**Run 1: clock routing**

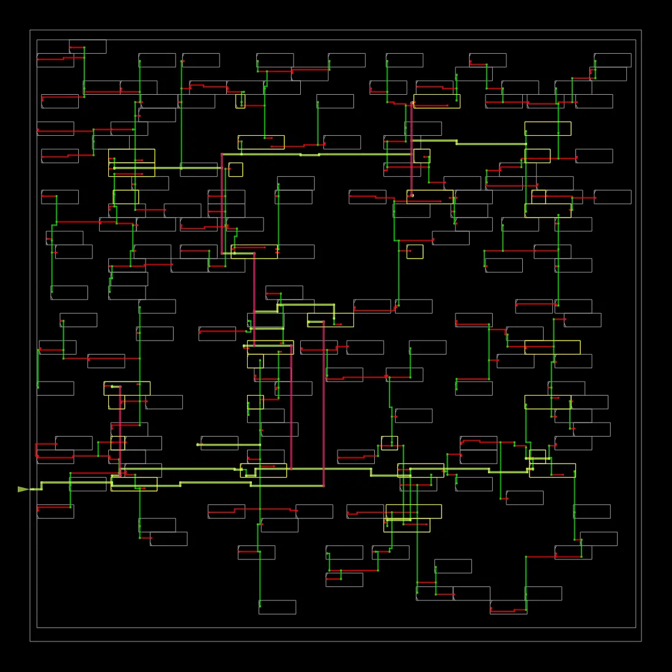
**Run 1: clock network drawn from the DEF**

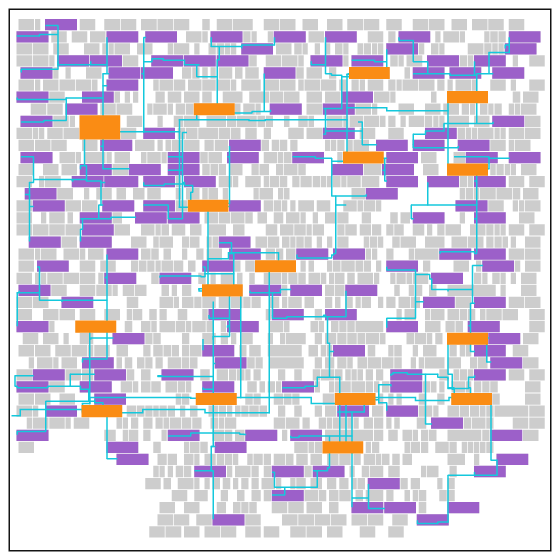
**Run 1: register map, names as in the netlist**

Scale bar: 20 um. Other sequential cells in the stronger grey, the rest of the logic in the fainter grey.
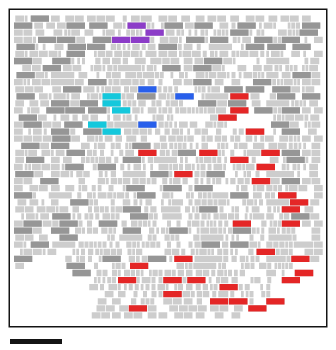
<file path="src/rtl/main_mem_ctrl.sv">
// Initiator-side controller for the main memory port: single/burst reads and writes,
// one memory beat per cycle, read data returned in issue order after RD_LAT cycles.
module main_mem_ctrl #(
    parameter int ADDR_W    = 32,
    parameter int DATA_W    = 32,
    parameter int LEN_W     = 4,
    parameter int ADDR_STEP = 4,
    parameter int RD_LAT    = 1
) (
    input  logic              clk,
    input  logic              rst_n,
    input  logic              req_valid,
    output logic              req_ready,
    input  logic              req_write,
    input  logic [ADDR_W-1:0] req_addr,
    input  logic [LEN_W-1:0]  req_len,
    input  logic [DATA_W-1:0] wdata,
    input  logic              wdata_valid,
    output logic              wdata_ready,
    output logic [DATA_W-1:0] rdata,
    output logic              rdata_valid,
    output logic              done,
    output logic              busy,
    output logic [ADDR_W-1:0] mem_addr,
    output logic              mem_rEnable,
    output logic              mem_wEnable,
    output logic [DATA_W-1:0] mem_din,
    input  logic [DATA_W-1:0] mem_dout
);

    typedef enum logic [2:0] {S_IDLE, S_READ, S_DRAIN, S_WRITE, S_DONE} state_t;

    localparam logic [ADDR_W-1:0] STEP = ADDR_W'(ADDR_STEP);
    localparam logic [LEN_W:0]    ONE  = (LEN_W+1)'(1);

    state_t            state_reg;
    logic [LEN_W-1:0]  len_reg;
    logic [LEN_W:0]    cnt_reg;
    logic [LEN_W:0]    rcnt_reg;
    logic [ADDR_W-1:0] addr_reg;
    logic [RD_LAT-1:0] pend_reg;
    logic              rd_tap;
    logic [LEN_W:0]    beats;

    assign req_ready   = (state_reg == S_IDLE);
    assign wdata_ready = (state_reg == S_WRITE);
    assign busy        = (state_reg != S_IDLE);
    assign rd_tap      = pend_reg[RD_LAT-1];
    assign beats       = {1'b0, len_reg} + ONE;

    // One stage per cycle of memory latency; stage 0 marks the edge that sampled rEnable.
    genvar gi;
    generate
        for (gi = 0; gi < RD_LAT; gi++) begin : g_pend
            if (gi == 0) begin : g_head
                always_ff @(posedge clk) begin
                    if (!rst_n) pend_reg[0] <= 1'b0;
                    else        pend_reg[0] <= mem_rEnable;
                end
            end else begin : g_tail
                always_ff @(posedge clk) begin
                    if (!rst_n) pend_reg[gi] <= 1'b0;
                    else        pend_reg[gi] <= pend_reg[gi-1];
                end
            end
        end
    endgenerate

    always_ff @(posedge clk) begin
        if (!rst_n) begin
            state_reg   <= S_IDLE;
            len_reg     <= '0;
            cnt_reg     <= '0;
            rcnt_reg    <= '0;
            addr_reg    <= '0;
            rdata       <= '0;
            rdata_valid <= 1'b0;
            done        <= 1'b0;
            mem_addr    <= '0;
            mem_rEnable <= 1'b0;
            mem_wEnable <= 1'b0;
            mem_din     <= '0;
        end else begin
            done        <= 1'b0;
            rdata_valid <= rd_tap;
            if (rd_tap) begin
                rdata    <= mem_dout;
                rcnt_reg <= rcnt_reg + ONE;
            end
            case (state_reg)
                S_IDLE: begin
                    if (req_valid) begin
                        len_reg  <= req_len;
                        cnt_reg  <= '0;
                        rcnt_reg <= '0;
                        addr_reg <= req_addr;
                        if (req_write) begin
                            state_reg <= S_WRITE;
                        end else begin
                            // First read beat goes out on the accept edge.
                            state_reg   <= S_READ;
                            mem_addr    <= req_addr;
                            mem_rEnable <= 1'b1;
                            cnt_reg     <= ONE;
                        end
                    end
                end
                S_READ: begin
                    if (cnt_reg < beats) begin
                        mem_addr <= mem_addr + STEP;
                        cnt_reg  <= cnt_reg + ONE;
                    end else begin
                        mem_rEnable <= 1'b0;
                        state_reg   <= S_DRAIN;
                    end
                end
                S_DRAIN: begin
                    if (rd_tap && rcnt_reg == {1'b0, len_reg}) begin
                        done      <= 1'b1;
                        state_reg <= S_DONE;
                    end
                end
                S_WRITE: begin
                    if (wdata_valid) begin
                        mem_wEnable <= 1'b1;
                        mem_addr    <= addr_reg;
                        mem_din     <= wdata;
                        addr_reg    <= addr_reg + STEP;
                        cnt_reg     <= cnt_reg + ONE;
                        if (cnt_reg == {1'b0, len_reg}) begin
                            done      <= 1'b1;
                            state_reg <= S_DONE;
                        end
                    end else begin
                        mem_wEnable <= 1'b0;
                    end
                end
                S_DONE: begin
                    mem_wEnable <= 1'b0;
                    state_reg   <= S_IDLE;
                end
                default: state_reg <= S_IDLE;
            endcase
        end
    end

endmodule

</file>
<file path="config.mk">
export PLATFORM = sky130hd
export DESIGN_NAME = main_mem_ctrl
export DESIGN_NICKNAME = d
export VERILOG_FILES = /design/src/rtl/main_mem_ctrl.sv
export SDC_FILE = /design/constraint.sdc
export NUM_CORES = 1
export LEC_CHECK = 0
export CAP_MARGIN = 10
export CORE_MARGIN = 1
export CORE_UTILIZATION = 53
export DETAILED_ROUTE_END_ITERATION = 8
export HOLD_SLACK_MARGIN = 0.05
export PLACE_DENSITY = 0.87
export SLEW_MARGIN = 0
export SYNTH_ARGS = -nofsm -noshare
export SYNTH_HDL_FRONTEND = slang
export SYNTH_SLANG_ARGS = --single-unit
</file>
<file path="constraint.sdc">
create_clock -name clk -period 4.45 [get_ports clk]
set_input_delay 0.445 -clock clk [delete_from_list [all_inputs] [get_ports clk]]
set_output_delay 0.445 -clock clk [all_outputs]
set_load 0.03 [all_outputs]
</file>
==> impl_metrics.yaml, run 1 <==
# yosys + openroad results
critical_path:
  critPathBufInv: 1
  cp.depth: 7
  cp_cell_sequence: "nor2b_2 -> nand2_1 -> inv_2 -> nand2_1 -> nor4_1 -> a311oi_1 -> nor2_1"
  r2r-start: "state_reg[0]"
  required_ps: 4810
  rr_worst_depth: 7
  arrival_ps: 3480
power_and_ir_drop:
  comb_power_share_pct: 32.5
  largestPowerGroup: "registers"
clocking:
  cts_resized: 0
  post-cts-setup-buffers: 0
  root_buffer: "clkbuf_16"
  cts_made_buffers: 17
grt:
  antenna_found_initial: 0
  use_met3_pct: 9.78
  overflow: 0
  grt_pass1_vias: 7264
  use_met2_pct: 49.8
synthesis:
  mux_area_share_pct: 5.23
  top_cell_area_share_pct: 39.6
  numSynthFlops: 150
  xor_area_share_pct: 1.50
  synth-edff-count: 0
final_timing:
  slew_headroom_pct: 24.9
  drv_slew: 0
  hold_viol_final: 0
  finalCriticalPeriod_ps: 3120
run_status:
  status: "completed"
min_path:
  hold_end: "mem_din[31]"
place:
  place_inst: 1311
  numPortBuffers: 207
  place_congestion: 0.918
  placed_cell_area_mm2: 0.00972
layout:
  inv_count: 18
  final_cells: 1343
  comb_share_pct: 41.2
drt:
  wl_mm: 23.4
  top_layer: "met4"
die:
  fp-row-count: 43
Back to the opening pictures, 'clock routing':
clock buffers: 19
Clk Latency, worst-skew pair: 430 ps
clock sinks: 150
Power Clock: 0.00146 W

Back to the opening pictures, 'clock network drawn from the DEF':
Key: purple = flip-flops [count 150]; orange = cells driving clock nets [count 17]; cyan = clock wires [length 1820 um]
There are 18 routed clock nets.
Clk pwr share: 30.6%
final setup skew: 7.72 ps

Back to the opening pictures, 'register map, names as in the netlist':
Key: purple = len_reg [placed flops 4, where north]; blue = state_reg [placed flops 3]; red = mem_addr [placed flops 32]; cyan = cnt_reg [placed flops 5]
Another 106 sequential cells are not coloured.
flop share of the area: 29.1%
seq pwr: 0.00176 W

**Run 1: cell classes on the final placement**

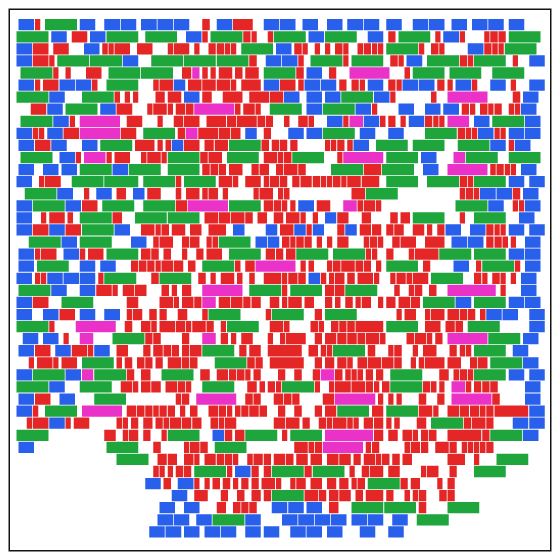

--- run 2 (diff from run 1) ---
- CORE_UTILIZATION: 53 -> 49
- PLACE_DENSITY: 0.87 -> 0.81
- clock period: 4.45 -> 2.87 ns (I/O delays scaled with it)
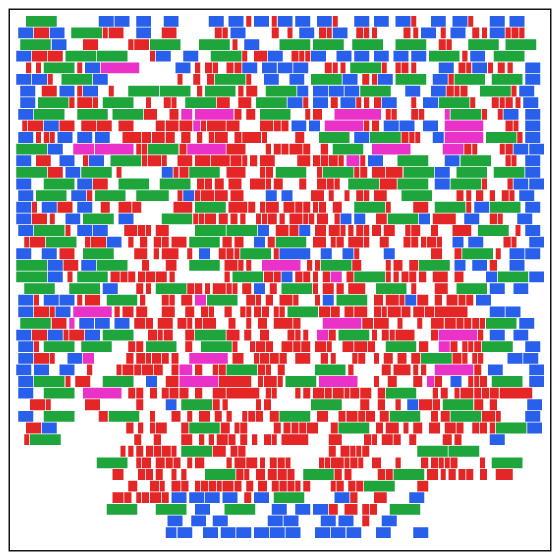
**Above:** run 2 (cell classes on the final placement).
Key: magenta = clock drivers and dummy loads [cells 32, share of their area 5.5%]; blue = other buffers and delay cells [cells 236, share of their area 23%]; green = flip-flops [cells 150, share of their area 29%]; red = all other logic [cells 761, share of their area 42%]
flop share of the area: 28.8%
Std-Cell Rows: 45
Finished Core Util: 68.9%
CORE AREA: 0.0151 mm2
design area: 0.0104 mm2

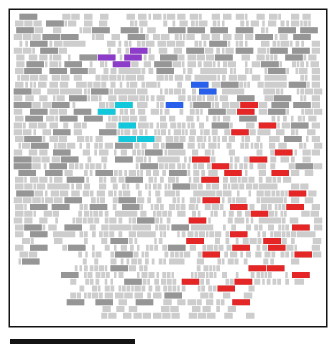
**Above:** run 2 (register map, names as in the netlist).
Scale bar: 50 um. Other sequential cells in the stronger grey, the rest of the logic in the fainter grey.
Key: cyan = cnt_reg [placed flops 5]; purple = len_reg [placed flops 4]; blue = state_reg [placed flops 3]; red = mem_addr [placed flops 32]
seq pwr: 0.00273 W
Reg area: 0.00300 mm2

==> impl_metrics.yaml, run 2 <==
# yosys + openroad results
run_status:
  status: "completed"
synthesis:
  numSynthFlops: 150
  mux_area_share_pct: 5.23
  synth-edff-count: 0
  top_cell_area_share_pct: 39.6
critical_path:
  r2r-start: "len_reg[2]"
  cp.depth: 10
  cp_cell_sequence: "nand3_1 -> xor2_1 -> ha_1 -> o211ai_1 -> a21oi_1 -> nand2b_1 -> a21o_1 -> buf_4 -> nor2_1 -> a221oi_1"
  rr_worst_depth: 10
  arrival_ps: 2950
grt:
  grt_pass1_vias: 7250
  use_met2_pct: 43.9
  use_met3_pct: 9.11
  overflow: 0
clocking:
  clock-sinks: 150
  cts_made_buffers: 17
  post-cts-setup-buffers: 0
  cts_resized: 0
  clock_latency_ps: 420
  root_buffer: "clkbuf_16"
place:
  place_inst: 1335
  numPortBuffers: 207
  placed_cell_area_mm2: 0.00987
power_and_ir_drop:
  clkPwrFrac_pct: 29.1
  comb_power_share_pct: 33.7
drt:
  route.met2.wl_mm: 10.4
  wl_mm: 23.4
  top_layer: "met4"
final_timing:
  clock_skew_ps: 8.32
  drv_slew: 0
  hold_viol_final: 0
layout:
  comb_share_pct: 40.8
  inv_count: 18
  final_cells: 1367
min_path:
  hold_end: "mem_din[7]"
--- run 3 (diff from run 2) ---
- CTS_CLUSTER_DIAMETER: unset -> 200
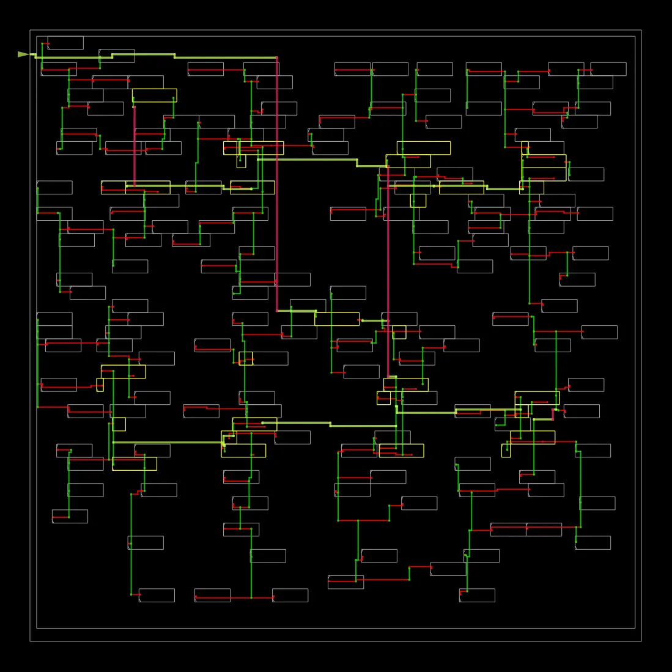
**Above:** run 3 (clock routing).
Power Clock: 0.00213 W
seq_cells: 150
clock buffers: 21
Clk Latency, worst-skew pair: 420 ps
TritonCTS buffer count: 17

==> impl_metrics.yaml, run 3 <==
# yosys + openroad results
run_status:
  status: "completed"
grt:
  grt_max_degree: 46
  met1_usage_pct: 39.6
  use_met2_pct: 43.9
  grt_pass1_vias: 7250
  use_met3_pct: 9.11
  groute.usage.overall_pct: 29.3
  busiest_layer: "met2"
  antenna_found_initial: 0
  overflow: 0
drt:
  routedLengthMet1_mm: 10.1
  antenna_left: 0
  vias_per_cell: 5.93
  drt-wirelength-per-cell_um: 17.1
  route.met2.wl_mm: 10.4
  top_layer: "met4"
  wl_mm: 23.4
critical_path:
  critPathMaxFanout: 13
  critPathBufInv: 1
  rr_worst_depth: 10
  arrival_ps: 2950
  cp.depth: 10
  required_ps: 3200
  start_kind: "register"
  slowest_delay_ps: 480
  r2r-start: "len_reg[2]"
  rrSetupSlack_ps: 250
  cp_cell_sequence: "nand3_1 -> xor2_1 -> ha_1 -> o211ai_1 -> a21oi_1 -> nand2b_1 -> a21o_1 -> buf_4 -> nor2_1 -> a221oi_1"
final_timing:
  slew_headroom_pct: 60.8
  max_freq_mhz: 382
  post-route-period-util_pct: 91.2
  clock_skew_ps: 8.32
  worstMarginPinSlew_ps: 588
  drv_slew: 0
  hold_viol_final: 0
  finalCriticalPeriod_ps: 2620
layout:
  comb_share_pct: 40.8
  inv_count: 18
  n_antenna_cell: 0
  final_util_pct: 68.9
  final_cells: 1367
  fillers: 1256
  dominant_cells: "multi-input combinational cells"
  num-nonclk-buffers: 236
  design_area_mm2: 0.0104
  fin_nets: 1281
  logic_gates: 743
  sh_seq_area_pct: 28.8
  seq_area_mm2: 0.00300
  syn_to_final_growth_pct: 37.5
place:
  place_inst: 1335
  place_congestion: 0.895
  placed_cell_area_mm2: 0.00987
  numPortBuffers: 207
synthesis:
  yosysUniqueCellTypes: 69
  synth-compound-area-share_pct: 22.1
  numSynthFlops: 150
  synth-edff-count: 0
  mux_area_share_pct: 5.23
  xor_area_share_pct: 1.50
  top_cell: "nand2_1"
  top_cell_area_share_pct: 39.6
  async_flop_share_pct: 0
  fp_nets: 1096
  synth-main-ff-cell: "dfxtp_1"
  yosysChipArea_mm2: 0.00758
  top_logic_kind: "simple AND/OR/NAND/NOR gates"
  top_area_cell: "dfxtp_1"
clocking:
  clock-sinks: 150
  cts_buffer_depth: 2
  cts_resized: 0
  root_buffer: "clkbuf_16"
  cts_hold_buf: 0
  post-cts-setup-buffers: 0
power_and_ir_drop:
  peakVddDrop_mv: 0.485
  largestPowerGroup: "registers"
  clkPwrFrac_pct: 29.1
  comb_power_share_pct: 33.7
  power.total_w: 0.00733
  p_seq_w: 0.00273
  sw_frac_of_total_pct: 37.3
  leakage_nw: 3.72
  seqPwrFrac_pct: 37.2
  power_switching_w: 0.00274
die:
  core-area_mm2: 0.0151
  die_h_um: 126
  fp-row-count: 45
flow_run:
  tool_warnings: 26
min_path:
  hold_end: "mem_din[7]"
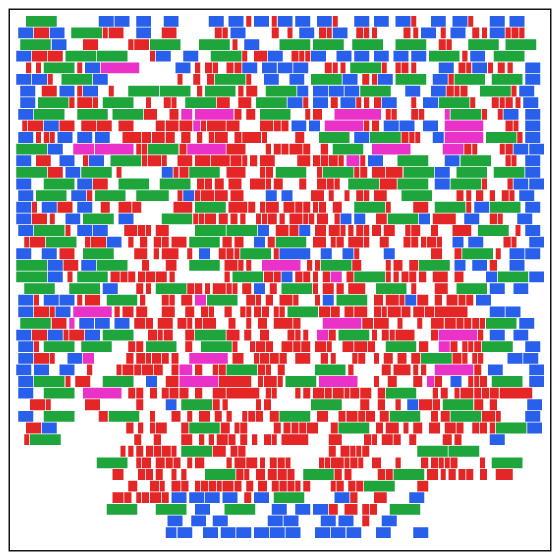
**Above:** run 3 (cell classes on the final placement).

Power figures rest on the tool's default switching activity, not on a simulated workload.
